==> run_1/final_placement.png <==
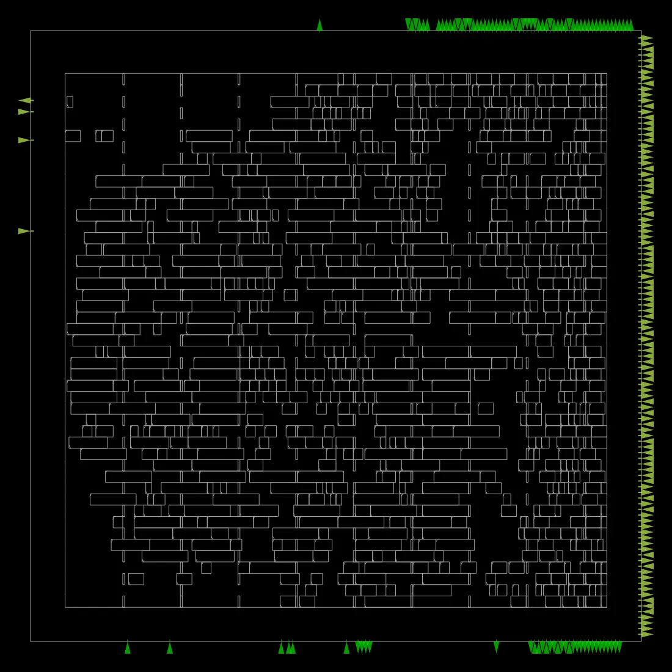
==> run_1/metal_stack.png <==
Bar = 50 µm.
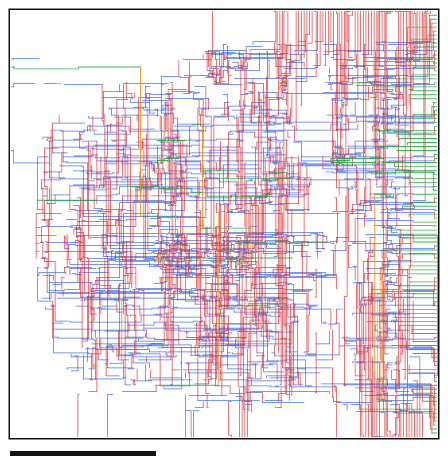
==> run_1/met4.png <==
Bar = 50 µm.
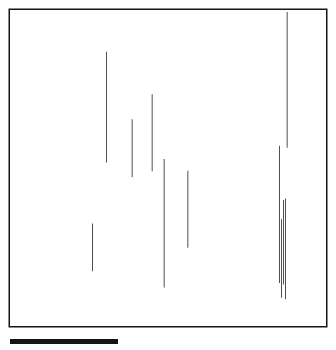
<file path="src/rtl/cache_ctrl_fsm_if.sv">
// Bus bundle for cache_ctrl_fsm: CPU load/store port, cache_data array
// ports, main-memory handshake and statistics counters.
interface cache_ctrl_fsm_if;
    logic        cpu_rd;
    logic        cpu_wr;
    logic [9:0]  cpu_addr;
    logic [31:0] cpu_wd;
    logic        stall;
    logic        c_we;
    logic [6:0]  c_r_addrs;
    logic [6:0]  c_w_addrs;
    logic [31:0] c_wd;
    logic        mem_rd;
    logic        mem_wr;
    logic [9:0]  mem_addr;
    logic [31:0] mem_wd;
    logic [31:0] mem_rdata;
    logic        mem_ready;
    logic [15:0] hit_cnt;
    logic [15:0] miss_cnt;

    modport master (
        input  cpu_rd, cpu_wr, cpu_addr, cpu_wd,
        input  mem_rdata, mem_ready,
        output stall, c_we, c_r_addrs, c_w_addrs, c_wd,
        output mem_rd, mem_wr, mem_addr, mem_wd,
        output hit_cnt, miss_cnt
    );

    modport slave (
        output cpu_rd, cpu_wr, cpu_addr, cpu_wd,
        output mem_rdata, mem_ready,
        input  stall, c_we, c_r_addrs, c_w_addrs, c_wd,
        input  mem_rd, mem_wr, mem_addr, mem_wd,
        input  hit_cnt, miss_cnt
    );
endinterface

</file>
<file path="src/rtl/cache_ctrl_fsm.sv">
// Direct-mapped write-through, no-write-allocate cache controller, 32x4 words.
// Optional hit/miss counters enabled by defining CACHE_STATS_EN.
module cache_ctrl_fsm (
    input  logic              clk,
    input  logic              rst,
    cache_ctrl_fsm_if.master  bus
);
    typedef enum logic [1:0] {IDLE, REFILL, WRITE} state_t;

    state_t      state;
    state_t      state_nx;
    logic [31:0] valid;
    logic [2:0]  tag_ram [32];
    logic [1:0]  k;

    logic [2:0]  tag;
    logic [4:0]  idx;
    logic        hit;
    logic        rd_req;
    logic        wr_req;

    logic        stall;
    logic        c_we;
    logic [6:0]  c_w_addrs;
    logic [31:0] c_wd;
    logic        mem_rd;
    logic        mem_wr;
    logic [9:0]  mem_addr;
    logic        k_inc;
    logic        fill_done;

    assign tag    = bus.cpu_addr[9:7];
    assign idx    = bus.cpu_addr[6:2];
    assign hit    = valid[idx] && (tag_ram[idx] == tag);
    assign wr_req = bus.cpu_wr;
    assign rd_req = bus.cpu_rd && !bus.cpu_wr;

    always_ff @(posedge clk or posedge rst) begin
        if (rst) begin
            state <= IDLE;
            k     <= 2'd0;
            valid <= 32'd0;
        end else begin
            state <= state_nx;
            if (k_inc)
                k <= k + 2'd1;
            if (fill_done)
                valid[idx] <= 1'b1;
        end
    end

    // Tags need no reset: a tag is only consulted through its valid bit.
    always_ff @(posedge clk) begin
        if (fill_done)
            tag_ram[idx] <= tag;
    end

    always_comb begin
        state_nx  = state;
        stall     = 1'b0;
        c_we      = 1'b0;
        c_w_addrs = 7'd0;
        c_wd      = 32'd0;
        mem_rd    = 1'b0;
        mem_wr    = 1'b0;
        mem_addr  = 10'd0;
        k_inc     = 1'b0;
        fill_done = 1'b0;
        unique case (state)
            IDLE: begin
                if (wr_req) begin
                    stall    = 1'b1;
                    state_nx = WRITE;
                end else if (rd_req && !hit) begin
                    stall    = 1'b1;
                    state_nx = REFILL;
                end
            end
            REFILL: begin
                stall    = 1'b1;
                mem_rd   = 1'b1;
                mem_addr = {tag, idx, k};
                if (bus.mem_ready) begin
                    c_we      = 1'b1;
                    c_w_addrs = {idx, k};
                    c_wd      = bus.mem_rdata;
                    k_inc     = 1'b1;
                    if (k == 2'd3) begin
                        fill_done = 1'b1;
                        state_nx  = IDLE;
                    end
                end
            end
            WRITE: begin
                mem_wr   = 1'b1;
                mem_addr = bus.cpu_addr;
                stall    = !bus.mem_ready;
                if (bus.mem_ready) begin
                    state_nx = IDLE;
                    if (hit) begin
                        c_we      = 1'b1;
                        c_w_addrs = bus.cpu_addr[6:0];
                        c_wd      = bus.cpu_wd;
                    end
                end
            end
            default: state_nx = IDLE;
        endcase
    end

    assign bus.stall     = stall;
    assign bus.c_we      = c_we;
    assign bus.c_r_addrs = bus.cpu_addr[6:0];
    assign bus.c_w_addrs = c_w_addrs;
    assign bus.c_wd      = c_wd;
    assign bus.mem_rd    = mem_rd;
    assign bus.mem_wr    = mem_wr;
    assign bus.mem_addr  = mem_addr;
    assign bus.mem_wd    = bus.cpu_wd;

`ifdef CACHE_STATS_EN
    logic [15:0] hit_q;
    logic [15:0] miss_q;

    always_ff @(posedge clk or posedge rst) begin
        if (rst) begin
            hit_q  <= 16'd0;
            miss_q <= 16'd0;
        end else if (state == IDLE && rd_req) begin
            if (hit && hit_q != 16'hFFFF)
                hit_q <= hit_q + 16'd1;
            if (!hit && miss_q != 16'hFFFF)
                miss_q <= miss_q + 16'd1;
        end
    end

    assign bus.hit_cnt  = hit_q;
    assign bus.miss_cnt = miss_q;
`else
    assign bus.hit_cnt  = 16'd0;
    assign bus.miss_cnt = 16'd0;
`endif

endmodule

</file>
<file path="src/flat_wrapper.sv">
// flat-port wrapper written by rule: the top's interface ports become plain ports
module cache_ctrl_fsm_flat 
  (clk, rst, bus_cpu_rd, bus_cpu_wr, bus_cpu_addr, bus_cpu_wd, bus_mem_rdata, bus_mem_ready, bus_stall, bus_c_we, bus_c_r_addrs, bus_c_w_addrs, bus_c_wd, bus_mem_rd, bus_mem_wr, bus_mem_addr, bus_mem_wd, bus_hit_cnt, bus_miss_cnt);
  cache_ctrl_fsm_if bus_i ();
  input  logic clk;
  input  logic rst;
  input wire logic [$bits(bus_i.cpu_rd)-1:0] bus_cpu_rd;
  input wire logic [$bits(bus_i.cpu_wr)-1:0] bus_cpu_wr;
  input wire logic [$bits(bus_i.cpu_addr)-1:0] bus_cpu_addr;
  input wire logic [$bits(bus_i.cpu_wd)-1:0] bus_cpu_wd;
  input wire logic [$bits(bus_i.mem_rdata)-1:0] bus_mem_rdata;
  input wire logic [$bits(bus_i.mem_ready)-1:0] bus_mem_ready;
  output wire logic [$bits(bus_i.stall)-1:0] bus_stall;
  output wire logic [$bits(bus_i.c_we)-1:0] bus_c_we;
  output wire logic [$bits(bus_i.c_r_addrs)-1:0] bus_c_r_addrs;
  output wire logic [$bits(bus_i.c_w_addrs)-1:0] bus_c_w_addrs;
  output wire logic [$bits(bus_i.c_wd)-1:0] bus_c_wd;
  output wire logic [$bits(bus_i.mem_rd)-1:0] bus_mem_rd;
  output wire logic [$bits(bus_i.mem_wr)-1:0] bus_mem_wr;
  output wire logic [$bits(bus_i.mem_addr)-1:0] bus_mem_addr;
  output wire logic [$bits(bus_i.mem_wd)-1:0] bus_mem_wd;
  output wire logic [$bits(bus_i.hit_cnt)-1:0] bus_hit_cnt;
  output wire logic [$bits(bus_i.miss_cnt)-1:0] bus_miss_cnt;
  assign bus_i.cpu_rd = bus_cpu_rd;
  assign bus_i.cpu_wr = bus_cpu_wr;
  assign bus_i.cpu_addr = bus_cpu_addr;
  assign bus_i.cpu_wd = bus_cpu_wd;
  assign bus_i.mem_rdata = bus_mem_rdata;
  assign bus_i.mem_ready = bus_mem_ready;
  assign bus_stall = bus_i.stall;
  assign bus_c_we = bus_i.c_we;
  assign bus_c_r_addrs = bus_i.c_r_addrs;
  assign bus_c_w_addrs = bus_i.c_w_addrs;
  assign bus_c_wd = bus_i.c_wd;
  assign bus_mem_rd = bus_i.mem_rd;
  assign bus_mem_wr = bus_i.mem_wr;
  assign bus_mem_addr = bus_i.mem_addr;
  assign bus_mem_wd = bus_i.mem_wd;
  assign bus_hit_cnt = bus_i.hit_cnt;
  assign bus_miss_cnt = bus_i.miss_cnt;
  cache_ctrl_fsm u_core (.clk(clk), .rst(rst), .bus(bus_i));
endmodule
</file>
<file path="config.mk">
export PLATFORM = sky130hd
export DESIGN_NAME = cache_ctrl_fsm_flat
export DESIGN_NICKNAME = d
export VERILOG_FILES = /design/src/rtl/cache_ctrl_fsm_if.sv /design/src/rtl/cache_ctrl_fsm.sv /design/src/flat_wrapper.sv
export SDC_FILE = /design/constraint.sdc
export NUM_CORES = 1
export LEC_CHECK = 0
export CORE_MARGIN = 8
export CORE_UTILIZATION = 40
export CTS_CLUSTER_DIAMETER = 60
export DETAILED_ROUTE_END_ITERATION = 6
export PLACE_DENSITY_LB_ADDON = 0.12
export SETUP_SLACK_MARGIN = 0.02
export SKIP_CTS_REPAIR_TIMING = 1
export SYNTH_ARGS = -nofsm -noshare
export SYNTH_HDL_FRONTEND = slang
export SYNTH_SLANG_ARGS = --single-unit
</file>
<file path="constraint.sdc">
create_clock -name clk -period 5.4 [get_ports clk]
set_input_delay 0.81 -clock clk [delete_from_list [all_inputs] [get_ports clk]]
set_output_delay 0.81 -clock clk [all_outputs]
set_load 0.02 [all_outputs]
</file>
==> ci_impl_report.md, run 1 <==
## PnR job results

| Metric | Value |
|---|---|
| Status | complete, no violations |
| Predominant post-synthesis flop cell | edfxtp_1 |
| R2R Path End | u_core.tag_ram[27][1] |
| # clock sinks | 132 |
| Global router's overall resource usage | 19.7% |
| IO Port Bufs | 170 |
| # Taps | 220 |
| Layout cells sized above 1 | 13.3% |
| Worst path required time | 4.59 ns |
| Largest logic family | simple AND/OR/NAND/NOR gates |
| Avg Inst Size Synth | 11.5 µm² |
| Synth-to-layout area growth | 32.7% |
| Global route hottest layer | met2 |
| Cell repeated most along the worst path | clkdlybuf4s50_1 |
| Comb/total area | 26.9% |
| Worst Setup EP | bus_c_w_addrs[4] |
| Clock power share | 38.9% |
| Largest net degree at the start of global routing | 37 |
| Combinational power share | 23.2% |
| Clock skew | 0.00744 ns |
| Root buffer cell | clkbuf_16 |
| HP Class | flop to flop |
| Core box area | 0.0166 mm² |
| Placed cell areas | 0.00838 mm² |
| Initial antenna violation count | 0 |
| Cycle use final | 94.3% |
| Reg-to-Reg Start | u_core.state[1] |
| Vias in the first global route | 5,083 |
| Post-layout min period | 5.09 ns |
| Commonest Layout Cell | clkdlybuf4s50_1 |
| First-pass GRT wire length | 32,100 µm |
| Num ports | 203 |
| Inverters | 8 |
| RSZ-0062 raised after global routing | false |
| Met1 WL | 8600 µm |
| Hold path endpoint | u_core.valid[15] |
| FF-to-FF setup slack | 2.76 ns |
| Crit-path cells | clkdlybuf4s50_1, buf_4, or4b_1, o22ai_1, nor4_1, and3_1, nor4b_4, buf_6, nand2_1, a21boi_1, clkdlybuf4s50_1 |
| Tightest Pin Transition | 0.671 ns |
| Die Ht | 146 µm |
| CTS tree | yes |
| Tally of non-filler cells in the final layout | 959 |
| Cell Area, Synth | 0.00679 mm² |
| VDD IR max | 301 µV |
| Yosys chip area | 0.00679 mm² |
| Int Power | 0.00223 W |
| Top cells excl fill/tap | clkdlybuf4s50_1 (168), edfxtp_1 (96), nand2_1 (79) |
| Async SR Flop Fraction | 27.3% |
| Detailed Routing Iterations Pass 1 | 5 |
| Clk ins delay skew pair | 0.42 ns |
| Register share of total power | 37.9% |
| Relative slew slack | 54.9% |
| Log Warnings | 29 |
| Seq/Total Area, Yosys | 55.7% |
| Synth mux share | 10.1% |
| Fin area | 0.00901 mm² |
| CP Buf/Inv Count | 4 |
| Full die area | 0.0214 mm² |
| Gpl congestion | 0.971 |
| Post-placement cell count | 927 |
| Met3 Use GR | 5.59% |
| Clk pwr | 0.00119 W |
| Hold Path Stages | 1 |
| Met3 WL | 1470 µm |
| Met2 WL | 10,600 µm |
| Crit path max-delay family | buffers and inverters |
| Cell taking the most area after synthesis | edfxtp_1 |
| P_leak | 3.67 nW |
| Met1 Use GR | 23.6% |
| Worst-path clk slew | 0.06 ns |
| Clk buf depth | 2 |
| Die width | 146 µm |
| Final Hold Viols | 0 |
| Setup crit end kind | primary output |
| DR DRC count | 0 |
| Comb power | 0.000713 W |
| Yosys cell count | 591 |
| Number of logic gates | 381 |
| AO/OA Area Share | 5.29% |
| Antenna diode count | 0 |
| Worst Setup SP | bus_cpu_addr[5] |
| GR Overflow Total | 0 |
| Worst path depth | 11 |
| Synth Instances | 591 |
| Signal buffers share of area | 20.8% |
| R2R cell count | 6 |
| Top cells, area | edfxtp_1 (42%), dfrtp_1 (13%), buf_4 (8.2%) |
| Ys flops | 132 |
| Clock buffer count | 18 |
| Worst-path fanout max | 33 |
| EDFF count, synth | 96 |
| P_seq | 0.00116 W |
| Yosys simple share | 17.4% |
## Picture notes: final_placement.png
fillers: 1,432
Seq/total area: 42.0%
flop count: 132
row count: 47

## Picture notes: metal_stack.png
met4 -> orange  # wire length 476 µm
met3 -> green  # wire length 1,470 µm
met2 -> red  # wire length 10,600 µm
met1 -> blue  # wire length 8,600 µm

## Picture notes: met4.png
main direction = vertical
wire length on this layer = 476 µm
longest straight run = 63.2 µm
routed vias: 4,977
routed wire length: 21,200 µm

-- run 1: synth_stat cells, types with 3 or more instances --
library cell	number
a21boi_1	5
a21oi_1	5
and2_1	8
and3_1	3
buf_2	14
buf_4	74
clkbuf_1	13
dfrtp_1	36
edfxtp_1	96
ha_1	5
inv_1	8
mux2_2	10
mux2i_1	48
mux4_2	4
nand2_1	79
nand3_1	38
nand3b_1	5
nand4b_1	4
nand4bb_1	5
nor2_1	31
nor3_1	4
nor4_1	7
o22ai_1	28
or2_2	32
or4b_1	4
-- run 1: state kept, by name, indices dropped and copies added, names as in the netlist --
signal and flops:
u_core.state 2, u_core.k 2, u_core.tag_ram 96, u_core.valid 32
==> run_1/cell_classes.png <==
Bar = 50 µm. Fill, decap, tap and diode cells in grey.
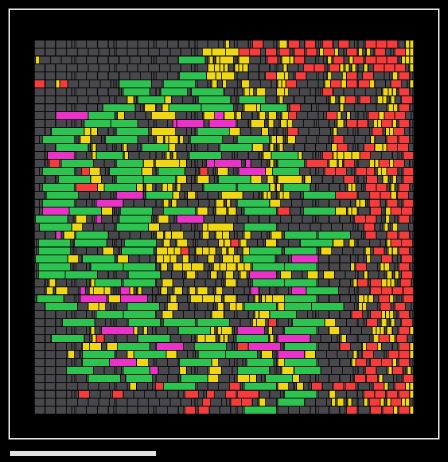

==> run 2, diff against run 1 <==
--- a/config.mk
+++ b/config.mk
@@ -9,6 +9,7 @@
 export CORE_UTILIZATION = 40
 export CTS_CLUSTER_DIAMETER = 60
 export DETAILED_ROUTE_END_ITERATION = 6
+export DONT_BUFFER_PORTS = 1
 export PLACE_DENSITY_LB_ADDON = 0.12
 export SETUP_SLACK_MARGIN = 0.02
 export SKIP_CTS_REPAIR_TIMING = 1
==> run_2/cell_classes.png <==
Bar = 50 µm. Fill, decap, tap and diode cells in grey.
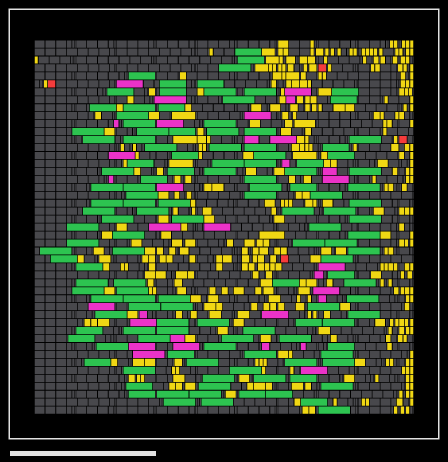
flops -> green  # cells 132
other buffers and delay cells -> red  # cells 4
clock drivers and dummy loads -> magenta  # cells 32
all other logic -> yellow  # cells 389

==> run_2/metal_stack.png <==
Bar = 50 µm.
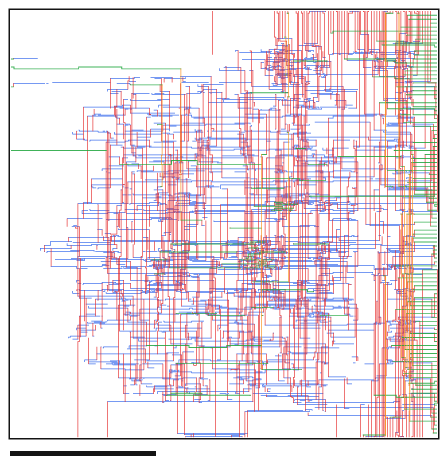
met1 -> blue  # wire length 7,670 µm
met3 -> green  # wire length 1,620 µm
met2 -> red  # wire length 10,200 µm
met4 -> orange  # wire length 766 µm

==> run_2/met4.png <==
Bar = 50 µm.
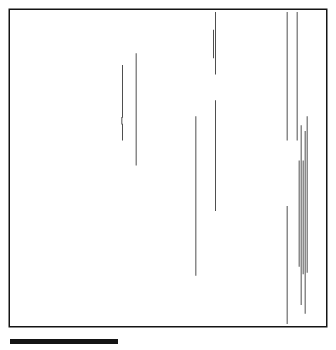
wire length on this layer = 766 µm
longest straight run = 84.3 µm
nets with wire on the layer = 13

==> ci_impl_report.md, run 2 <==
## PnR job results

| Metric | Value |
|---|---|
| Clk ins delay skew pair | 0.42 ns (about the same) |
| Yosys cell count | 591 (unchanged) |
| Die width | 146 µm (unchanged) |
| Die Ht | 146 µm (unchanged) |
| VDD IR max | 228 µV (-24%) |
| Seq/Total Area, Yosys | 55.7% (unchanged) |
| Num ports | 203 (unchanged) |
| Signal buffers share of area | 0.419% (-20 points) |
| HP Class | primary input to asynchronous set/reset pin |
| Fillers | 1,528 (+6.7%) |
| Core box area | 0.0166 mm² (unchanged) |
| Biggest Area Class | registers |
| RSZ-0062 raised after global routing | false |
| AO/OA Area Share | 5.29% (unchanged) |
| Yosys simple share | 17.4% (unchanged) |
| # clock sinks | 132 (unchanged) |
| Log Warnings | 29 (unchanged) |
| Global router's overall resource usage | 18.8% (-0.91 points) |
| Relative slew slack | 21.3% (-34 points) |
| DR vias/cell | 5.61 |
| Reg area | 0.00378 mm² |
| Worst-path clk slew | 0.05 ns (about the same) |
| Layout cells sized above 1 | 15.4% (+2.2 points) |
| Int Power | 0.00203 W (-8.9%) |
| R2R Path End | u_core.tag_ram[24][0] |
| Setup crit end kind | primary output |
| GR Overflow Total | 0 (unchanged) |
| Biggest regs | u_core.tag_ram x96, u_core.valid x32 |
| Routed wire length | 20,300 µm (-4.1%) |
| Comb gate area | 0.00242 mm² |
| First-pass GRT wire length | 29,700 µm (-7.4%) |
| CTS tree | yes |
| Cell taking the most area after synthesis | edfxtp_1 |
| Reg-to-Reg Start | u_core.state[1] |
| Async SR Flop Fraction | 27.3% (unchanged) |
| Biggest register | u_core.tag_ram |
| Status | complete, no violations |
| Combinational power share | 15.6% (-7.6 points) |
| # Taps | 220 (unchanged) |
| Largest net degree at the start of global routing | 68 (+84%) |
| Slew Limit Fails | 0 |
| Largest logic family | simple AND/OR/NAND/NOR gates |
| Commonest cells post-synth | edfxtp_1 (96), nand2_1 (79), buf_4 (74) |
| Met1 Use GR | 20.7% (-2.9 points) |
| Synth-to-layout area growth | 5.55% |
| Yosys chip area | 0.00679 mm² (unchanged) |
| Clock power share | 42.8% (+3.9 points) |
| Worst-path fanout max | 67 (+100%) |
| Post-layout min period | 4.55 ns (-0.539 ns) |
| Detailed Routing Iterations Pass 1 | 5 (unchanged) |
| Gpl congestion | 0.893 (-8.1%) |
| Fin area | 0.00717 mm² (-20%) |
| Inverters | 8 (unchanged) |
| Post-placement cell count | 745 (-20%) |
| Met3 Use GR | 6.46% (+0.87 points) |
| IO Port Bufs | 0 (-100%) |
| Worst Setup SP | bus_cpu_addr[2] |
| Switching Fraction | 27.2% |
| Flop count | 132 (unchanged) |
| Clock buffer count | 20 (+2) |
| Tightest Pin Transition | 1.18 ns (+0.510 ns) |
| Full die area | 0.0214 mm² (unchanged) |
| Starting DRT DRC Count | 292 |
| Clk buf depth | 2 (unchanged) |
| Synth top cell by count | edfxtp_1 |
| Final Hold Viols | 0 (unchanged) |
| Initial antenna violation count | 1 (+1) |
| Register share of total power | 41.6% (+3.7 points) |
| Worst path required time | 4.59 ns (about the same) |
| Final setup vio count | 0 |
| Root buffer cell | clkbuf_16 |
| Synth mux share | 10.1% (unchanged) |
| Largest register FFs | 96 (unchanged) |
| Placed cell areas | 0.00654 mm² (-22%) |
| Seq/total area | 52.8% (+11 points) |
| Routed vias | 4,362 (-12%) |
| DR DRC count | 0 (unchanged) |
| Worst Setup EP | bus_c_w_addrs[4] |
| Top cells, area | edfxtp_1 (42%), dfrtp_1 (13%), buf_4 (8.2%) |
| Number of logic gates | 381 (unchanged) |
| Clock skew | 0.00673 ns (-0.000707 ns) |
| Comb/total area | 33.8% (+6.9 points) |
| FF-to-FF setup slack | 2.67 ns (-0.09 ns) |
| Antenna diode count | 1 (+1) |
| Row count | 47 (unchanged) |
| Met2 usage | 31.8% |
| Top-area cell share | 42.5% |
| Fin worst setup slack | 0.845 ns |
| Top cells excl fill/tap | edfxtp_1 (96), nand2_1 (79), mux2i_1 (48) |
| Cycle use final | 84.3% (-10 points) |
| Global route hottest layer | met2 |
| Cell Area, Synth | 0.00679 mm² (unchanged) |
| Commonest Layout Cell | edfxtp_1 |
| ANT nets after route | 0 |
| Vias in the first global route | 4,308 (-15%) |
| R2R cell count | 5 (-1) |
| Tally of non-filler cells in the final layout | 778 (-19%) |
| P_leak | 2.94 nW (-20%) |
| Synth Instances | 591 (unchanged) |
| EDFF count, synth | 96 (unchanged) |
| Predominant post-synthesis flop cell | edfxtp_1 |
| Avg Inst Size Synth | 11.5 µm² (unchanged) |
| Ys flops | 132 (unchanged) |
run 2: cell counts after synthesis:
Identical to the previous run, type by type.
run 2: power groups by stage:
stage	clock network, W	registers [W]	logic (W)
after global routing	0.00125	0.00117	0.000473
after floorplan	0	0.00117	0.000428
after detailed placement	0	0.00118	0.000437
after CTS	0.00121	0.00116	0.000439
after global placement	0	0.00118	0.000430
final	0.00120	0.00116	0.000435
run 2: metal layers:
metal | share of wire (%) | vias up
met5 | 0 | -
met4 | 3.8 | 0
met3 | 8.0 | 36
met2 | 50 | 225
met1 | 38 | 2174
li1 | - | 1927
run 2: critical path: stages:
cell and delay (ns):
mux2i_1 0.33, o22ai_1 0.14, nor4_1 0.60, nand3b_1 0.25, a211oi_4 0.67, nand2_1 0.34
a21boi_1 0.57
Power is estimated from default activity; no workload was simulated.
